[src/rtl/mio_bus_responder.sv]
// mio_bus_responder
//   Far-end responder for the CPU data-bus handshake. Each request seen in
//   IDLE is decoded to the on-chip data RAM or to the peripheral window
//   (addr[31:28] == 4'hF). The responder holds the access for the needed
//   wait states, returns read data and pulses mio_ready for one cycle.
//   Misaligned requests complete at once with bus_err. Peripheral accesses
//   that get no io_ack within IO_TIMEOUT cycles also complete with bus_err.
//
// Ports
//   clk, rst           clock (rising edge), asynchronous active-high reset
//   cpu_mio            request valid (level), sampled only in IDLE
//   mem_w              1 = write, 0 = read
//   addr, wdata        byte address (word aligned) and write data
//   rdata              registered read data, holds until the next response
//   mio_ready          one-cycle completion pulse
//   bus_err            one-cycle error pulse, coincident with mio_ready
//   ram_en, ram_we     RAM enable / write enable
//   ram_addr, ram_din  RAM word address / write data
//   ram_dout           RAM read data
//   io_req, io_we      peripheral request / write (held until ack or timeout)
//   io_addr, io_wdata  peripheral byte address / write data
//   io_rdata, io_ack   peripheral read data / completion
module mio_bus_responder #(
  parameter int          RAM_AW      = 10,
  parameter int          RAM_WAIT    = 1,
  parameter int          IO_TIMEOUT  = 16,
  parameter logic [31:0] IO_ERR_DATA = 32'hDEAD_BEEF
) (
  input  logic              clk,
  input  logic              rst,
  input  logic              cpu_mio,
  input  logic              mem_w,
  input  logic [31:0]       addr,
  input  logic [31:0]       wdata,
  output logic [31:0]       rdata,
  output logic              mio_ready,
  output logic              bus_err,
  output logic              ram_en,
  output logic              ram_we,
  output logic [RAM_AW-1:0] ram_addr,
  output logic [31:0]       ram_din,
  input  logic [31:0]       ram_dout,
  output logic              io_req,
  output logic              io_we,
  output logic [31:0]       io_addr,
  output logic [31:0]       io_wdata,
  input  logic [31:0]       io_rdata,
  input  logic              io_ack
);

  // One counter serves both the RAM wait states and the IO timeout, so it
  // is sized for the larger of the two terminal counts.
  localparam int CNT_MAX = (RAM_WAIT > IO_TIMEOUT) ? RAM_WAIT : IO_TIMEOUT;
  localparam int CNT_W   = (CNT_MAX > 1) ? $clog2(CNT_MAX) : 1;
  localparam logic [CNT_W-1:0] RAM_LAST = CNT_W'(RAM_WAIT - 1);
  localparam logic [CNT_W-1:0] IO_LAST  = CNT_W'(IO_TIMEOUT - 1);

  typedef enum logic [1:0] {
    S_IDLE    = 2'd0,
    S_RAM_ACC = 2'd1,
    S_IO_ACC  = 2'd2,
    S_RESP    = 2'd3
  } state_t;

  state_t           state_q, state_d;
  logic [CNT_W-1:0] cnt_q, cnt_d;
  logic             we_q, we_d;
  logic [31:0]      addr_q, addr_d;
  logic [31:0]      wdata_q, wdata_d;
  logic [31:0]      rdata_q, rdata_d;
  logic             mio_ready_q, mio_ready_d;
  logic             bus_err_q, bus_err_d;
  logic             ram_en_q, ram_en_d;
  logic             ram_we_q, ram_we_d;
  logic             io_req_q, io_req_d;
  logic             io_we_q, io_we_d;

  always_comb begin
    state_d   = state_q;
    cnt_d     = cnt_q;
    we_d      = we_q;
    addr_d    = addr_q;
    wdata_d   = wdata_q;
    rdata_d   = rdata_q;
    bus_err_d = 1'b0;

    case (state_q)
      S_IDLE: begin
        if (cpu_mio) begin
          we_d    = mem_w;
          addr_d  = addr;
          wdata_d = wdata;
          cnt_d   = '0;
          if (addr[1:0] != 2'b00) begin
            // Misaligned: answer immediately, never touch RAM or IO.
            state_d   = S_RESP;
            rdata_d   = IO_ERR_DATA;
            bus_err_d = 1'b1;
          end else if (addr[31:28] == 4'hF) begin
            state_d = S_IO_ACC;
          end else begin
            state_d = S_RAM_ACC;
          end
        end
      end

      S_RAM_ACC: begin
        if (cnt_q == RAM_LAST) begin
          rdata_d = we_q ? 32'h0 : ram_dout;
          state_d = S_RESP;
        end else begin
          cnt_d = cnt_q + CNT_W'(1);
        end
      end

      S_IO_ACC: begin
        // An ack arriving in the final timeout cycle still completes cleanly.
        if (io_ack) begin
          rdata_d = we_q ? 32'h0 : io_rdata;
          state_d = S_RESP;
        end else if (cnt_q == IO_LAST) begin
          rdata_d   = IO_ERR_DATA;
          bus_err_d = 1'b1;
          state_d   = S_RESP;
        end else begin
          cnt_d = cnt_q + CNT_W'(1);
        end
      end

      S_RESP: begin
        state_d = S_IDLE;
      end

      default: begin
        state_d = S_IDLE;
      end
    endcase

    // Outputs are decoded from the next state so they are registered and
    // line up exactly with the state they belong to.
    mio_ready_d = (state_d == S_RESP);
    ram_en_d    = (state_d == S_RAM_ACC);
    ram_we_d    = ram_en_d & we_d;
    io_req_d    = (state_d == S_IO_ACC);
    io_we_d     = io_req_d & we_d;
  end

  always_ff @(posedge clk or posedge rst) begin
    if (rst) begin
      state_q     <= S_IDLE;
      cnt_q       <= '0;
      we_q        <= 1'b0;
      addr_q      <= 32'h0;
      wdata_q     <= 32'h0;
      rdata_q     <= 32'h0;
      mio_ready_q <= 1'b0;
      bus_err_q   <= 1'b0;
      ram_en_q    <= 1'b0;
      ram_we_q    <= 1'b0;
      io_req_q    <= 1'b0;
      io_we_q     <= 1'b0;
    end else begin
      state_q     <= state_d;
      cnt_q       <= cnt_d;
      we_q        <= we_d;
      addr_q      <= addr_d;
      wdata_q     <= wdata_d;
      rdata_q     <= rdata_d;
      mio_ready_q <= mio_ready_d;
      bus_err_q   <= bus_err_d;
      ram_en_q    <= ram_en_d;
      ram_we_q    <= ram_we_d;
      io_req_q    <= io_req_d;
      io_we_q     <= io_we_d;
    end
  end

  assign rdata     = rdata_q;
  assign mio_ready = mio_ready_q;
  assign bus_err   = bus_err_q;
  assign ram_en    = ram_en_q;
  assign ram_we    = ram_we_q;
  assign ram_addr  = addr_q[RAM_AW+1:2];
  assign ram_din   = wdata_q;
  assign io_req    = io_req_q;
  assign io_we     = io_we_q;
  assign io_addr   = addr_q;
  assign io_wdata  = wdata_q;

endmodule

[config.mk]
export PLATFORM = sky130hd
export DESIGN_NAME = mio_bus_responder
export DESIGN_NICKNAME = d
export VERILOG_FILES = /design/src/rtl/mio_bus_responder.sv
export SDC_FILE = /design/constraint.sdc
export NUM_CORES = 1
export LEC_CHECK = 0
export ABC_AREA = 1
export CAP_MARGIN = 10
export CORE_MARGIN = 2
export CORE_UTILIZATION = 41
export DETAILED_ROUTE_END_ITERATION = 12
export PLACE_DENSITY_LB_ADDON = 0.08
export SYNTH_ARGS = -nofsm -noshare
export SYNTH_HDL_FRONTEND = slang
export SYNTH_SLANG_ARGS = --single-unit
[constraint.sdc]
create_clock -name clk -period 4 [get_ports clk]
set_input_delay 0.8 -clock clk [delete_from_list [all_inputs] [get_ports clk]]
set_output_delay 0.8 -clock clk [all_outputs]
set_load 0.02 [all_outputs]
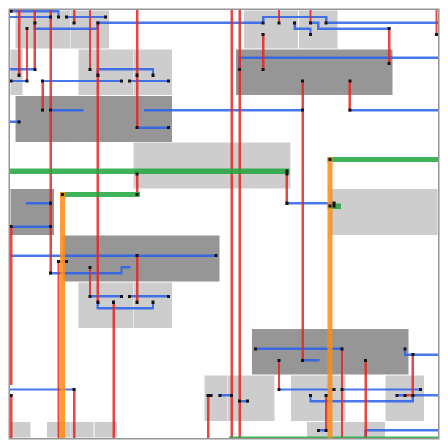
Run 1: layout detail
Region (48, 48) to (73, 73) um. Cells in grey, sequential cells in the stronger grey; small squares are vias.
| colour | layer |
|---|---|
| blue | M1 |
| red | M2 |
| green | M3 |
| orange | M4 |
cells with their middle in the window: 19
netlist names of flops here include: rdata (4)
sequential cells in the window: 4
most frequent: nand2_2 (5), o21ai_2 (5), dfrtp_1 (4)

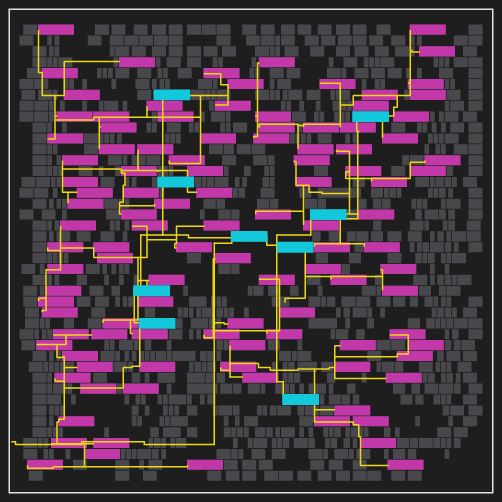
Run 1: clock distribution
(4 px per um)
[cyan] clock-net drivers | count: 9
[yellow] clock wires | length: 1300 um
[magenta] flip-flops | count: 109
flops lie: widely spread

==> notes.org, run 1 <==
* Implementation run

** Power and ir drop
- The share of total power dissipated in the clock network is 0.119.
- PD cells :: between 800 and 900 mW/mm^2
- Power Internal :: 4.07 mW
- The switching component of the power was reported as about 3.4 mW.

** Final timing
- The final timing report lists clock skew as a little over 0.009 ns.
- Setup slack of the critical path after layout :: ~1.4 ns
- Max Transition Viols Final :: 0
- Post-route period utilization is reported as 0.657.
- On the final layout, the worst hold slack is between 0.4 and 0.5 ns.

** Status
- The run finished with clean final reports.

** Die
- Horiz. Die Dim :: roughly 120 um
- For this configuration, the core starts out at a cell density of 0.420.

** Hold path
- In the hold timing report, the worst path depth is 2.

** Cells and area
- Counting the fill cells in the layout gives approximately 1200.
- In the finished design the tool counted flip-flops and latches totalling 109.

** Clocking
- The registers of the reported paths see a clock transition of ~0.07 ns.
- Total CTS buffers :: 9
- As reported, the later end of the worst-skew pair has a clock insertion delay of between 0.3 and 0.4 ns.

** Detailed routing
- DR vias :: around 5100
- Post-detailed-route via-to-cell ratio :: 4.75

** Logic synthesis
- Async set or reset register ratio after synthesis :: 1.00
- After synthesis the netlist holds a flip-flop and latch count of 109.
- By area the synthesized netlist is led by sky130_fd_sc_hd__dfrtp_1 49%, sky130_fd_sc_hd__nand2_1 20%, sky130_fd_sc_hd__buf_4 5.7%, sky130_fd_sc_hd__o21ai_2 5.0%, sky130_fd_sc_hd__nand3_1 3.5%.
- Synthesized chip area reported by yosys :: roughly 0.0056 sq mm

** Setup path
- Count of cells along the worst register-to-register path :: 8
- Worst R2R Start :: state_q[0]$_DFF_PP0_
- According to the timing report, the data required time at the worst endpoint equals 4.27 ns.
- Reg-to-reg slack, setup :: roughly 1.4 ns

** GRT
- Total routing usage reported by global routing :: 0.221
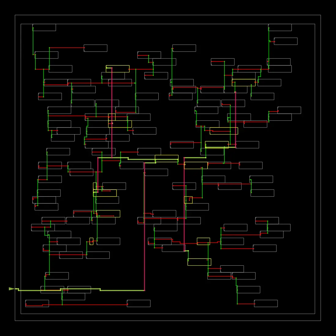
Run 1: clock routing
Clock Buffer Count: 12
# clock sinks: 109

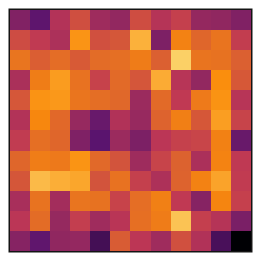
Run 1: placement density heat map
(2 px per um) 12 x 12 tiles, from black (low) to pale yellow (high), 0 to 100% covered.
nearly empty tiles: 0.70%
tiles over 75% full: 11%
fullest tile: 90%
mean over tiles: 56%

run 1: sequential cells by signal (all words and copies together), names as in the netlist:
register	cells
io_req	1
we_q	1
cnt_q	4
rdata	32
ram_en	1
ram_we	1
io_we	1
io_wdata	32
io_addr	32
bus_err	1
state_q	2
mio_ready	1
run 1: critical path: stages (launching register included):
cell	delay, ns
sky130_fd_sc_hd__dfrtp_1	0.40
sky130_fd_sc_hd__inv_1	0.12
sky130_fd_sc_hd__ha_1	0.50
sky130_fd_sc_hd__clkinv_1	0.84
sky130_fd_sc_hd__nand2_1	0.28
sky130_fd_sc_hd__nand2_1	0.09
sky130_fd_sc_hd__nand3_1	0.13
sky130_fd_sc_hd__nand2_1	0.10
sky130_fd_sc_hd__nor2_1	0.09
run 1: power by group through the flow:
stage	logic, mW	registers, mW	clock network, mW
final	4.55	2.00	0.886
after global routing	4.94	2.06	0.957
after CTS	4.61	2.00	0.913
after detailed placement	4.60	2.00	0
after global placement	4.52	1.98	0
after floorplan	2.49	2.51	0
run 1: kinds of logic (layout without fill, tap and decap cells):
logic type	count (synthesis)	after routing	synth area share
adders and majority gates	6	6	0.0135
buffers and inverters	99	319	0.109
xor gates and xnor gates	1	1	0.00157
AOI/OAI and AO/OA	63	63	0.0812
and+or+nand+nor	406	406	0.304
DFF	109	109	0.490
run 1: path summary, 6_finish.rpt:
check | endpoint
min reg2reg | io_addr[1]$_DFFE_PP0P_
min | io_addr[1]$_DFFE_PP0P_
min in group asynchronous | rdata[10]$_DFFE_PP0P_
max | io_we$_DFF_PP0_
max in group asynchronous | io_addr[16]$_DFFE_PP0P_
max reg2reg | io_we$_DFF_PP0_
run 1: routing by layer:
metal / global-route usage / part of all wire
met1: 0.265 / 0.40
met2: 0.385 / 0.50
met3: 0.0627 / 0.090
met4: 0.0683 / 0.016
met5: 0 / 0
Run 1, placed cells, one colour a class:
(3 px per um) Fill, decap, tap and diode cells in grey.
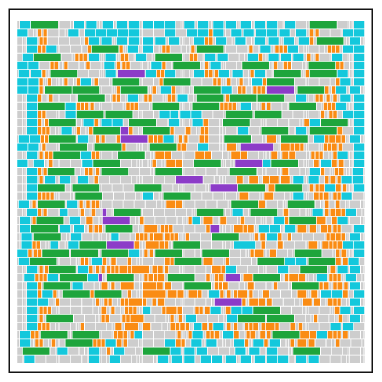

==> run 2: changes to the inputs <==
Clock period 4 ns to 2.57 ns, I/O delays scaled along.
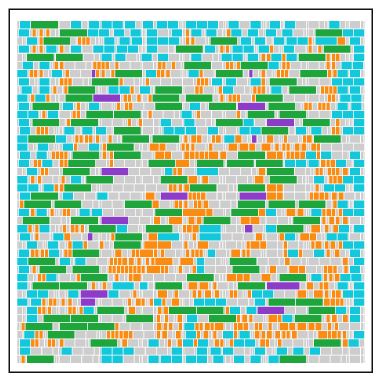
Run 2: placed cells, one colour a class
(3 px per um) Fill, decap, tap and diode cells in grey.
| colour | class | cells |
|---|---|---|
| purple | clock drivers and dummy loads | 16 |
| cyan | remaining buffers and delay cells | 288 |
| orange | remaining logic cells | 494 |
| green | registers | 109 |

==> notes.org, run 2 <==
* Implementation run

** Power and ir drop
- The combinational power reported by the tool is about 7 mW.
- Per the OpenROAD power report, switching power amounts to ~5.2 mW.

** Setup path
- On the worst path, the slowest cell contributes a delay of roughly 0.63 ns.
- Per STA, the worst path accumulates the most delay in the family buffers and inverters.
- The timing report notes that buffer and inverter cells on the critical path total 1.
- The worst register-to-register path has a setup slack of between 0.6 and 0.7 ns.
- List of cells traversed by the critical path :: clkdlybuf4s50_1
- Required time at the worst-slack endpoint :: 2.06 ns

** Logic synthesis
- For reference, the top logic cell family by area is simple AND/OR/NAND/NOR gates.
- Of the total synthesized cell area, the portion taken by full adders, half adders and majority gates is 0.0135.
- Async set or reset register ratio after synthesis :: 1.00
- In this run, the synthesized area fraction spent on AND-OR/OR-AND gates is recorded as 0.0812.
- Proportion of synthesized area in mux cells :: 0
- Per the synthesis report, the XOR/XNOR share of the synthesized area is 0.00157.
- Total of flip-flops plus latches after synthesis :: around 110

** Final timing
- In the final run the clock tree shows a worst skew of around 0.0054 ns.

** Detailed routing
- Post-Route M1 WL :: between 6000 and 7000 um
- Detailed routing inserted a total of ~5100 vias.
- Per the detail_route log, the uppermost layer with routed signals is met4.
- Length of routed met3 wiring :: 1410 um

** GRT
- Summed over all routing layers, the global router reports a total usage of 0.223.
- For this run, global-route usage on met1 was measured as 0.273.
- Busiest layer in global routing :: met2
- Routing resource usage on met2 recorded by global route was 0.379.

** Status
- The run finished with clean final reports.

** Clocking
- Counting the buffers created by CTS gives 9.
- # clock sinks :: roughly 110
- Per the post-CTS timing run, clock transition at the registers of the reported paths is 0.07 ns.

** Die
- The floorplan step records an initial core utilization of 0.420.
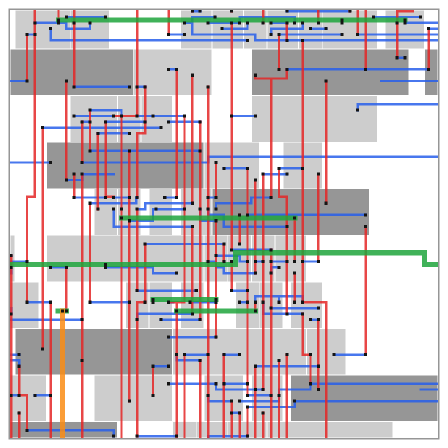
Run 2: layout detail
Region (48, 48) to (73, 73) um. Cells in grey, sequential cells in the stronger grey; small squares are vias.
| colour | layer |
|---|---|
| blue | M1 |
| green | M3 |
| red | M2 |
| orange | M4 |
cells with their middle in the window: 44
netlist names of flops here include: cnt_q (4), rdata (2)
sequential cells in the window: 6
most frequent: nand2_1 (10), dfrtp_1 (6), nand2_2 (4)

run 2: metrics by stage:
stage	setup WS (ns)	hold slack (ns)	utilization	std cells	area (sq um)
after global routing	0.449	0.512	0.640	1083	8470
after detailed placement	0.542	0.464	0.617	1067	8180
after floorplan	0.741	0.496	-	684	5570
after global placement	0.563	0.461	0.617	1067	8180
after CTS	0.632	0.484	0.640	1083	8470
final	0.659	0.481	0.640	1083	8470
run 2: path summary, 6_finish.rpt:
check,depth (start not counted),from,endpoint
max in group asynchronous,3,rst,rdata[29]$_DFFE_PP0P_
worst min register to register,2,io_addr[29]$_DFFE_PP0P_,io_addr[29]$_DFFE_PP0P_
worst min-delay path,2,io_addr[29]$_DFFE_PP0P_,io_addr[29]$_DFFE_PP0P_
min in group asynchronous,3,rst,io_wdata[12]$_DFFE_PP0P_
worst max register to register,6,state_q[1]$_DFF_PP0_,rdata[20]$_DFFE_PP0P_
worst max-delay path,1,rdata[11]$_DFFE_PP0P_,rdata[11]
run 2: area by class of cell:
class	instances	area [sq um]	area share
timing repair buffer	288	2930	0.346
sequential	109	2730	0.322
multi-input combinational	476	2230	0.263
clock buffer	12	246	0.0291
tap	176	220	0.0260
inverter	18	71.3	0.00842
clock inverter	4	47.5	0.00561
run 2: worst reg2reg max path, stage by stage (launching register included):
cell and delay [ns]:
sky130_fd_sc_hd__dfrtp_1 0.43, sky130_fd_sc_hd__inv_1 0.09, sky130_fd_sc_hd__ha_1 0.51, sky130_fd_sc_hd__inv_1 0.11
sky130_fd_sc_hd__nor2_1 0.39, sky130_fd_sc_hd__nand2_1 0.14, sky130_fd_sc_hd__o21ai_2 0.15
run 2: cell families after synthesis:
kind of cell,Yosys count
compound gates,63
fa+ha+maj,6
buf+inv,99
flops,109
xor+xnor,1
simple gates,406
No activity file was given, so power comes from the tool's default toggle rates.
